--- src/rtl/pipeline_hazard_ctrl_if.sv ---
// pipeline_hazard_ctrl_if: hazard inputs, fill handshakes, stage controls and counters
interface pipeline_hazard_ctrl_if #(parameter int CNT_W = 32);
  logic [4:0] if_id_rs, if_id_rt, id_ex_rt;
  logic id_ex_mem_read, mispredict, imiss, dmiss, icache_fill_done, dcache_fill_done;
  logic icache_fill_req, dcache_fill_req, pc_write_en;
  logic if_id_write_en, id_ex_write_en, ex_mem_write_en, mem_wb_write_en;
  logic if_id_flush_en, id_ex_flush_en, ex_mem_flush_en, mem_wb_flush_en;
  logic [CNT_W-1:0] stall_cnt, flush_cnt;
  modport master (
    input  if_id_rs, if_id_rt, id_ex_rt, id_ex_mem_read, mispredict, imiss, dmiss,
           icache_fill_done, dcache_fill_done,
    output icache_fill_req, dcache_fill_req, pc_write_en,
           if_id_write_en, id_ex_write_en, ex_mem_write_en, mem_wb_write_en,
           if_id_flush_en, id_ex_flush_en, ex_mem_flush_en, mem_wb_flush_en,
           stall_cnt, flush_cnt
  );
  modport slave (
    output if_id_rs, if_id_rt, id_ex_rt, id_ex_mem_read, mispredict, imiss, dmiss,
           icache_fill_done, dcache_fill_done,
    input  icache_fill_req, dcache_fill_req, pc_write_en,
           if_id_write_en, id_ex_write_en, ex_mem_write_en, mem_wb_write_en,
           if_id_flush_en, id_ex_flush_en, ex_mem_flush_en, mem_wb_flush_en,
           stall_cnt, flush_cnt
  );
endinterface

--- src/rtl/pipeline_hazard_ctrl.sv ---
// pipeline_hazard_ctrl: stall/flush sequencer with I/D miss-fill handshakes and perf counters
module pipeline_hazard_ctrl #(parameter int CNT_W = 32) (
  input logic clk,
  input logic rst,
  pipeline_hazard_ctrl_if.master bus
);
  typedef enum logic [1:0] {RUN, ISTALL, DSTALL, ISTALL_DFRZ} state_e;
  state_e state_q, state_d;
  logic icache_fill_req_q, icache_fill_req_d, dcache_fill_req_q, dcache_fill_req_d;
  logic [CNT_W-1:0] stall_cnt_q, stall_cnt_d, flush_cnt_q, flush_cnt_d;
  logic pc_we, if_id_we, id_ex_we, ex_mem_we, mem_wb_we;
  logic if_id_fl, id_ex_fl, ex_mem_fl, mem_wb_fl, mp_srv, load_use;
  assign load_use = bus.id_ex_mem_read && bus.id_ex_rt != 5'd0 &&
                    (bus.id_ex_rt == bus.if_id_rs || bus.id_ex_rt == bus.if_id_rt);
  always_comb begin
    {pc_we, if_id_we, id_ex_we, ex_mem_we, mem_wb_we} = '1;
    {if_id_fl, id_ex_fl, ex_mem_fl, mem_wb_fl} = '0;
    mp_srv = 1'b0;
    state_d = state_q;
    case (state_q)
      RUN: begin
        if (bus.dmiss) begin
          {pc_we, if_id_we, id_ex_we, ex_mem_we} = '0;
          mem_wb_fl = 1'b1;
          state_d = DSTALL;
        end else if (bus.mispredict) begin
          {if_id_fl, id_ex_fl, ex_mem_fl} = '1;
          mp_srv = 1'b1;
        end else if (bus.imiss) begin
          pc_we = 1'b0;
          if_id_fl = 1'b1;
          state_d = ISTALL;
        end else if (load_use) begin
          {pc_we, if_id_we} = '0;
          id_ex_fl = 1'b1;
        end
      end
      DSTALL: begin
        {pc_we, if_id_we, id_ex_we, ex_mem_we} = '0;
        mem_wb_fl = 1'b1;
        state_d = bus.dcache_fill_done ? RUN : DSTALL;
      end
      ISTALL: begin
        if (bus.dmiss) begin
          {pc_we, if_id_we, id_ex_we, ex_mem_we} = '0;
          mem_wb_fl = 1'b1;
          state_d = bus.icache_fill_done ? DSTALL : ISTALL_DFRZ;
        end else begin
          if_id_fl = 1'b1;
          pc_we = bus.mispredict;
          // a redirect overrides the load-use stall while the fetch keeps waiting
          if (bus.mispredict) begin
            {id_ex_fl, ex_mem_fl} = '1;
            mp_srv = 1'b1;
          end else if (load_use) begin
            if_id_we = 1'b0;
            id_ex_fl = 1'b1;
          end
          state_d = bus.icache_fill_done ? RUN : ISTALL;
        end
      end
      default: begin
        {pc_we, if_id_we, id_ex_we, ex_mem_we} = '0;
        mem_wb_fl = 1'b1;
        state_d = bus.icache_fill_done ? DSTALL : ISTALL_DFRZ;
      end
    endcase
    icache_fill_req_d = state_d == ISTALL || state_d == ISTALL_DFRZ;
    dcache_fill_req_d = state_d == DSTALL;
    stall_cnt_d = (!pc_we && !(&stall_cnt_q)) ? stall_cnt_q + CNT_W'(1) : stall_cnt_q;
    flush_cnt_d = (mp_srv && !(&flush_cnt_q)) ? flush_cnt_q + CNT_W'(1) : flush_cnt_q;
  end
  always_ff @(posedge clk or posedge rst) begin
    if (rst) begin
      state_q <= RUN;
      icache_fill_req_q <= 1'b0;
      dcache_fill_req_q <= 1'b0;
      stall_cnt_q <= '0;
      flush_cnt_q <= '0;
    end else begin
      state_q <= state_d;
      icache_fill_req_q <= icache_fill_req_d;
      dcache_fill_req_q <= dcache_fill_req_d;
      stall_cnt_q <= stall_cnt_d;
      flush_cnt_q <= flush_cnt_d;
    end
  end
  assign bus.icache_fill_req = icache_fill_req_q;
  assign bus.dcache_fill_req = dcache_fill_req_q;
  assign bus.stall_cnt = stall_cnt_q;
  assign bus.flush_cnt = flush_cnt_q;
  assign bus.pc_write_en = pc_we & ~rst;
  assign bus.if_id_write_en = if_id_we & ~rst;
  assign bus.id_ex_write_en = id_ex_we & ~rst;
  assign bus.ex_mem_write_en = ex_mem_we & ~rst;
  assign bus.mem_wb_write_en = mem_wb_we & ~rst;
  assign bus.if_id_flush_en = if_id_fl & ~rst;
  assign bus.id_ex_flush_en = id_ex_fl & ~rst;
  assign bus.ex_mem_flush_en = ex_mem_fl & ~rst;
  assign bus.mem_wb_flush_en = mem_wb_fl & ~rst;
endmodule
--- src/flat_wrapper.sv ---
// flat-port wrapper written by rule: the top's interface ports become plain ports
module pipeline_hazard_ctrl_flat 
#(parameter int CNT_W = 32)
  (clk, rst, bus_if_id_rs, bus_if_id_rt, bus_id_ex_rt, bus_id_ex_mem_read, bus_mispredict, bus_imiss, bus_dmiss, bus_icache_fill_done, bus_dcache_fill_done, bus_icache_fill_req, bus_dcache_fill_req, bus_pc_write_en, bus_if_id_write_en, bus_id_ex_write_en, bus_ex_mem_write_en, bus_mem_wb_write_en, bus_if_id_flush_en, bus_id_ex_flush_en, bus_ex_mem_flush_en, bus_mem_wb_flush_en, bus_stall_cnt, bus_flush_cnt);
  pipeline_hazard_ctrl_if #(.CNT_W(CNT_W)) bus_i ();
  input logic clk;
  input logic rst;
  input wire logic [$bits(bus_i.if_id_rs)-1:0] bus_if_id_rs;
  input wire logic [$bits(bus_i.if_id_rt)-1:0] bus_if_id_rt;
  input wire logic [$bits(bus_i.id_ex_rt)-1:0] bus_id_ex_rt;
  input wire logic [$bits(bus_i.id_ex_mem_read)-1:0] bus_id_ex_mem_read;
  input wire logic [$bits(bus_i.mispredict)-1:0] bus_mispredict;
  input wire logic [$bits(bus_i.imiss)-1:0] bus_imiss;
  input wire logic [$bits(bus_i.dmiss)-1:0] bus_dmiss;
  input wire logic [$bits(bus_i.icache_fill_done)-1:0] bus_icache_fill_done;
  input wire logic [$bits(bus_i.dcache_fill_done)-1:0] bus_dcache_fill_done;
  output wire logic [$bits(bus_i.icache_fill_req)-1:0] bus_icache_fill_req;
  output wire logic [$bits(bus_i.dcache_fill_req)-1:0] bus_dcache_fill_req;
  output wire logic [$bits(bus_i.pc_write_en)-1:0] bus_pc_write_en;
  output wire logic [$bits(bus_i.if_id_write_en)-1:0] bus_if_id_write_en;
  output wire logic [$bits(bus_i.id_ex_write_en)-1:0] bus_id_ex_write_en;
  output wire logic [$bits(bus_i.ex_mem_write_en)-1:0] bus_ex_mem_write_en;
  output wire logic [$bits(bus_i.mem_wb_write_en)-1:0] bus_mem_wb_write_en;
  output wire logic [$bits(bus_i.if_id_flush_en)-1:0] bus_if_id_flush_en;
  output wire logic [$bits(bus_i.id_ex_flush_en)-1:0] bus_id_ex_flush_en;
  output wire logic [$bits(bus_i.ex_mem_flush_en)-1:0] bus_ex_mem_flush_en;
  output wire logic [$bits(bus_i.mem_wb_flush_en)-1:0] bus_mem_wb_flush_en;
  output wire logic [$bits(bus_i.stall_cnt)-1:0] bus_stall_cnt;
  output wire logic [$bits(bus_i.flush_cnt)-1:0] bus_flush_cnt;
  assign bus_i.if_id_rs = bus_if_id_rs;
  assign bus_i.if_id_rt = bus_if_id_rt;
  assign bus_i.id_ex_rt = bus_id_ex_rt;
  assign bus_i.id_ex_mem_read = bus_id_ex_mem_read;
  assign bus_i.mispredict = bus_mispredict;
  assign bus_i.imiss = bus_imiss;
  assign bus_i.dmiss = bus_dmiss;
  assign bus_i.icache_fill_done = bus_icache_fill_done;
  assign bus_i.dcache_fill_done = bus_dcache_fill_done;
  assign bus_icache_fill_req = bus_i.icache_fill_req;
  assign bus_dcache_fill_req = bus_i.dcache_fill_req;
  assign bus_pc_write_en = bus_i.pc_write_en;
  assign bus_if_id_write_en = bus_i.if_id_write_en;
  assign bus_id_ex_write_en = bus_i.id_ex_write_en;
  assign bus_ex_mem_write_en = bus_i.ex_mem_write_en;
  assign bus_mem_wb_write_en = bus_i.mem_wb_write_en;
  assign bus_if_id_flush_en = bus_i.if_id_flush_en;
  assign bus_id_ex_flush_en = bus_i.id_ex_flush_en;
  assign bus_ex_mem_flush_en = bus_i.ex_mem_flush_en;
  assign bus_mem_wb_flush_en = bus_i.mem_wb_flush_en;
  assign bus_stall_cnt = bus_i.stall_cnt;
  assign bus_flush_cnt = bus_i.flush_cnt;
  pipeline_hazard_ctrl #(.CNT_W(CNT_W)) u_core (.clk(clk), .rst(rst), .bus(bus_i));
endmodule
--- config.mk ---
export PLATFORM = sky130hd
export DESIGN_NAME = pipeline_hazard_ctrl_flat
export DESIGN_NICKNAME = d
export VERILOG_FILES = /design/src/rtl/pipeline_hazard_ctrl_if.sv /design/src/rtl/pipeline_hazard_ctrl.sv /design/src/flat_wrapper.sv
export SDC_FILE = /design/constraint.sdc
export NUM_CORES = 1
export LEC_CHECK = 0
export ABC_AREA = 0
export CAP_MARGIN = 30
export CORE_ASPECT_RATIO = 1.25
export CORE_UTILIZATION = 43
export DETAILED_ROUTE_END_ITERATION = 8
export HOLD_SLACK_MARGIN = 0.06
export PLACE_DENSITY = 0.76
export SYNTH_ARGS = -nofsm -noshare
export SYNTH_HDL_FRONTEND = slang
export SYNTH_SLANG_ARGS = --single-unit
export TNS_END_PERCENT = 20
--- constraint.sdc ---
create_clock -name clk -period 2.1 [get_ports clk]
set_clock_uncertainty 0.1 [all_clocks]
set_input_delay 0.21 -clock clk [delete_from_list [all_inputs] [get_ports clk]]
set_output_delay 0.21 -clock clk [all_outputs]
set_load 0.005 [all_outputs]
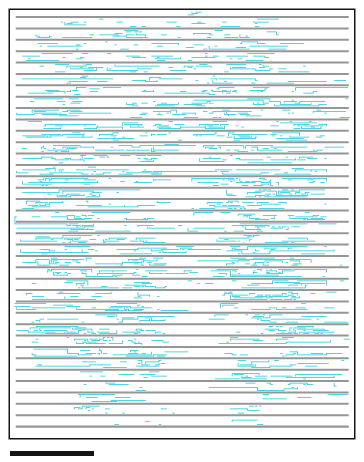
**Above:** M1 wires.
Bar = 20 um. Supply wires on this layer in grey.
wire length on this layer = 3,430 um
share of all routed wire = 38%
main direction = horizontal
number of vias after detailed routing: 3,188
met1 track demand over resource in global routing: 24.8%
total wire length: 9090 um

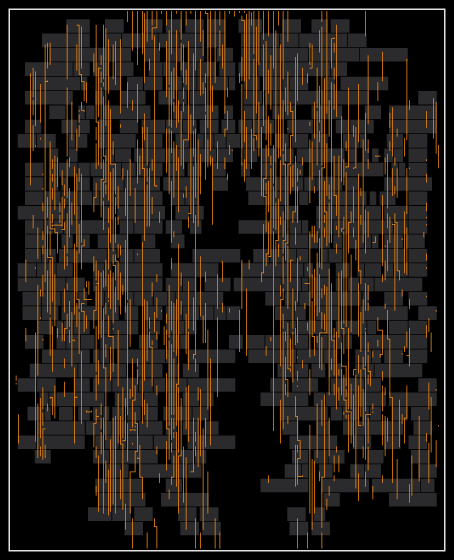
**Above:** M2 wires.
wire length on this layer = 4,900 um
nets with wire on the layer = 497
main direction = vertical
share of all routed wire = 54%
longest straight run = 44.9 um
GR met2 Demand/Resource: 41.3%

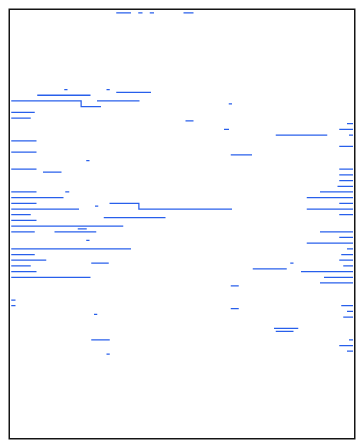
**Above:** met3 routing.
nets with wire on the layer = 69
share of all routed wire = 5.2%
wire length on this layer = 472 um
main direction = horizontal
longest straight run = 28.3 um
met3 usage in global routing: 4.46%

==> qor_table.md <==
| Group | Metric | Reported |
|:---|:---|:---|
| final layout | Register area | 1680 um2 |
| synth | Primary FF master, synth | dfrtp_1 |
| synth | Area leader share | 48.4% |
| global route | Pin count of the biggest net entering global routing | 33 |
| timing | Unrepaired setup endpoints after global routing | yes |
| final layout | Area occupied by multi-input gates | 1800 um2 |
| power and ir drop | Power density over the cells | 789 nW/um2 |
| worst setup path | Worst-path cell chain | nand3_1 -> nor3_4 -> nand3_2 -> or4_1 -> nor2_2 -> mux2_4 |
| clocking | Root cell of the clock tree | clkbuf_8 |
| outcome | Status | finished clean |
| synth | Share of synthesized cell area in full adder, half adder and majority cells | 0.723% |
| final layout | Largest class | multi-input combinational cells |
| final layout | Layout overhead on the synthesized area | 54.2% |
| timing | TNS Setup | 0 ps |
| placement | Port bufs | 97 |
| synth | Post-synth EDFFs | 0 |
| clocking | TritonCTS clock tree | yes |
| worst setup path | Required time at the worst-slack endpoint | 2230 ps |
| worst setup path | Nature of the critical path startpoint | flip-flop |
| synth | Net count of the mapped netlist | 354 |
| timing | Worst slew pin tran | 416 ps |
| power and ir drop | Lkg Pwr | 2.34 nW |
| timing | Worst relative slew slack | 72.3% |
| synth | Count of synthesis-stage warnings from yosys | 0 |
| drt | Number of nets with antenna violations after detailed routing | 0 |
| synth | Synthesized netlist cell count | 329 |
| synth | Multiplexer share of the synthesized area | 1.19% |
| worst setup path | Capturing element type of the critical path | flip-flop |
| timing | Share of the cycle needed by the critical path after routing | 99.6% |
| final layout | Sequential portion of the cell area | 31.4% |
| worst setup path | Kind of cell adding the most delay to the critical path | simple AND/OR/NAND/NOR gates |
| global route | Global-route wire length before repair | 14,400 um |
| drt | DRC | 0 |
| synth | Most used standard cell by instance count after synthesis | dfrtp_1 |
| synth | Distinct cell type count of the synthesized netlist | 44 |
| synth | Dominant non-sequential cell family after synthesis | simple AND/OR/NAND/NOR gates |
| timing | Worst hold margin | 361 ps |
| final layout | Share of layout cells above drive strength 1 | 23.7% |
| final layout | Finished Core Util | 68.5% |
-- cell usage in the layout (no fill, tap or decap), types with 13 or more instances in the layout --
cell,netlist,final
buf_4,1,72
clkdlybuf4s50_1,0,85
dfrtp_1,67,67
nand2_1,31,31
nand3_1,26,25
nand4_1,17,17
nor2_1,22,20
nor3_1,13,13
xnor2_1,36,36
xor2_1,34,34
-- routing by layer --
layer / wire length, um / global-route usage (%) / vias up / share of wire, %
met4: 293 / 11.5 / 0 / 3.2
met2: 4900 / 41.3 / 94 / 54
li1: - / - / 1511 / -
met5: 0 / 0 / - / 0
met3: 472 / 4.46 / 25 / 5.2
met1: 3430 / 24.8 / 1558 / 38
-- logic make-up (layout without fill, tap and decap cells) --
logic type,after synthesis,in the layout
xor gates and xnor gates,70,70
buffers and inverters,13,194
adders and majority gates,2,2
and+or+nand+nor,160,160
AOI/OAI and AO/OA,14,14
DFF,67,67
muxes,3,3
-- worst max path at each step --
stage,to,slack [ps],depth (start not counted)
after floorplan,u_core.bus.stall_cnt[1],-4,7
after global placement,bus_if_id_write_en,-490,8
after detailed placement,bus_if_id_write_en,-550,8
after CTS,bus_if_id_write_en,0.5,8
after global routing,u_core.bus.stall_cnt[31],-60,6
final,u_core.bus.stall_cnt[31],8,6
-- sequential cells by signal, summed over array words and instances (netlist names) --
signal,count
u_core.bus.flush_cnt,32
u_core.bus.stall_cnt,32
u_core.bus.dcache_fill_req,1
u_core.bus.icache_fill_req,1
u_core.state_q,1
-- where the power goes --
part | switching [mW] | internal [mW]
clock | 0.494 | 0.489
sequential | 0.179 | 1.50
combinational | 0.670 | 0.875
total | 1.34 | 2.87
-- repair_timing --
item	in CTS	in global routing
setup endpoints to repair	31	37
resized	21	14
pin swaps	6	7
hold buffers	0	0
buffers inserted	1	1
No activity file was given, so power comes from the tool's default toggle rates.
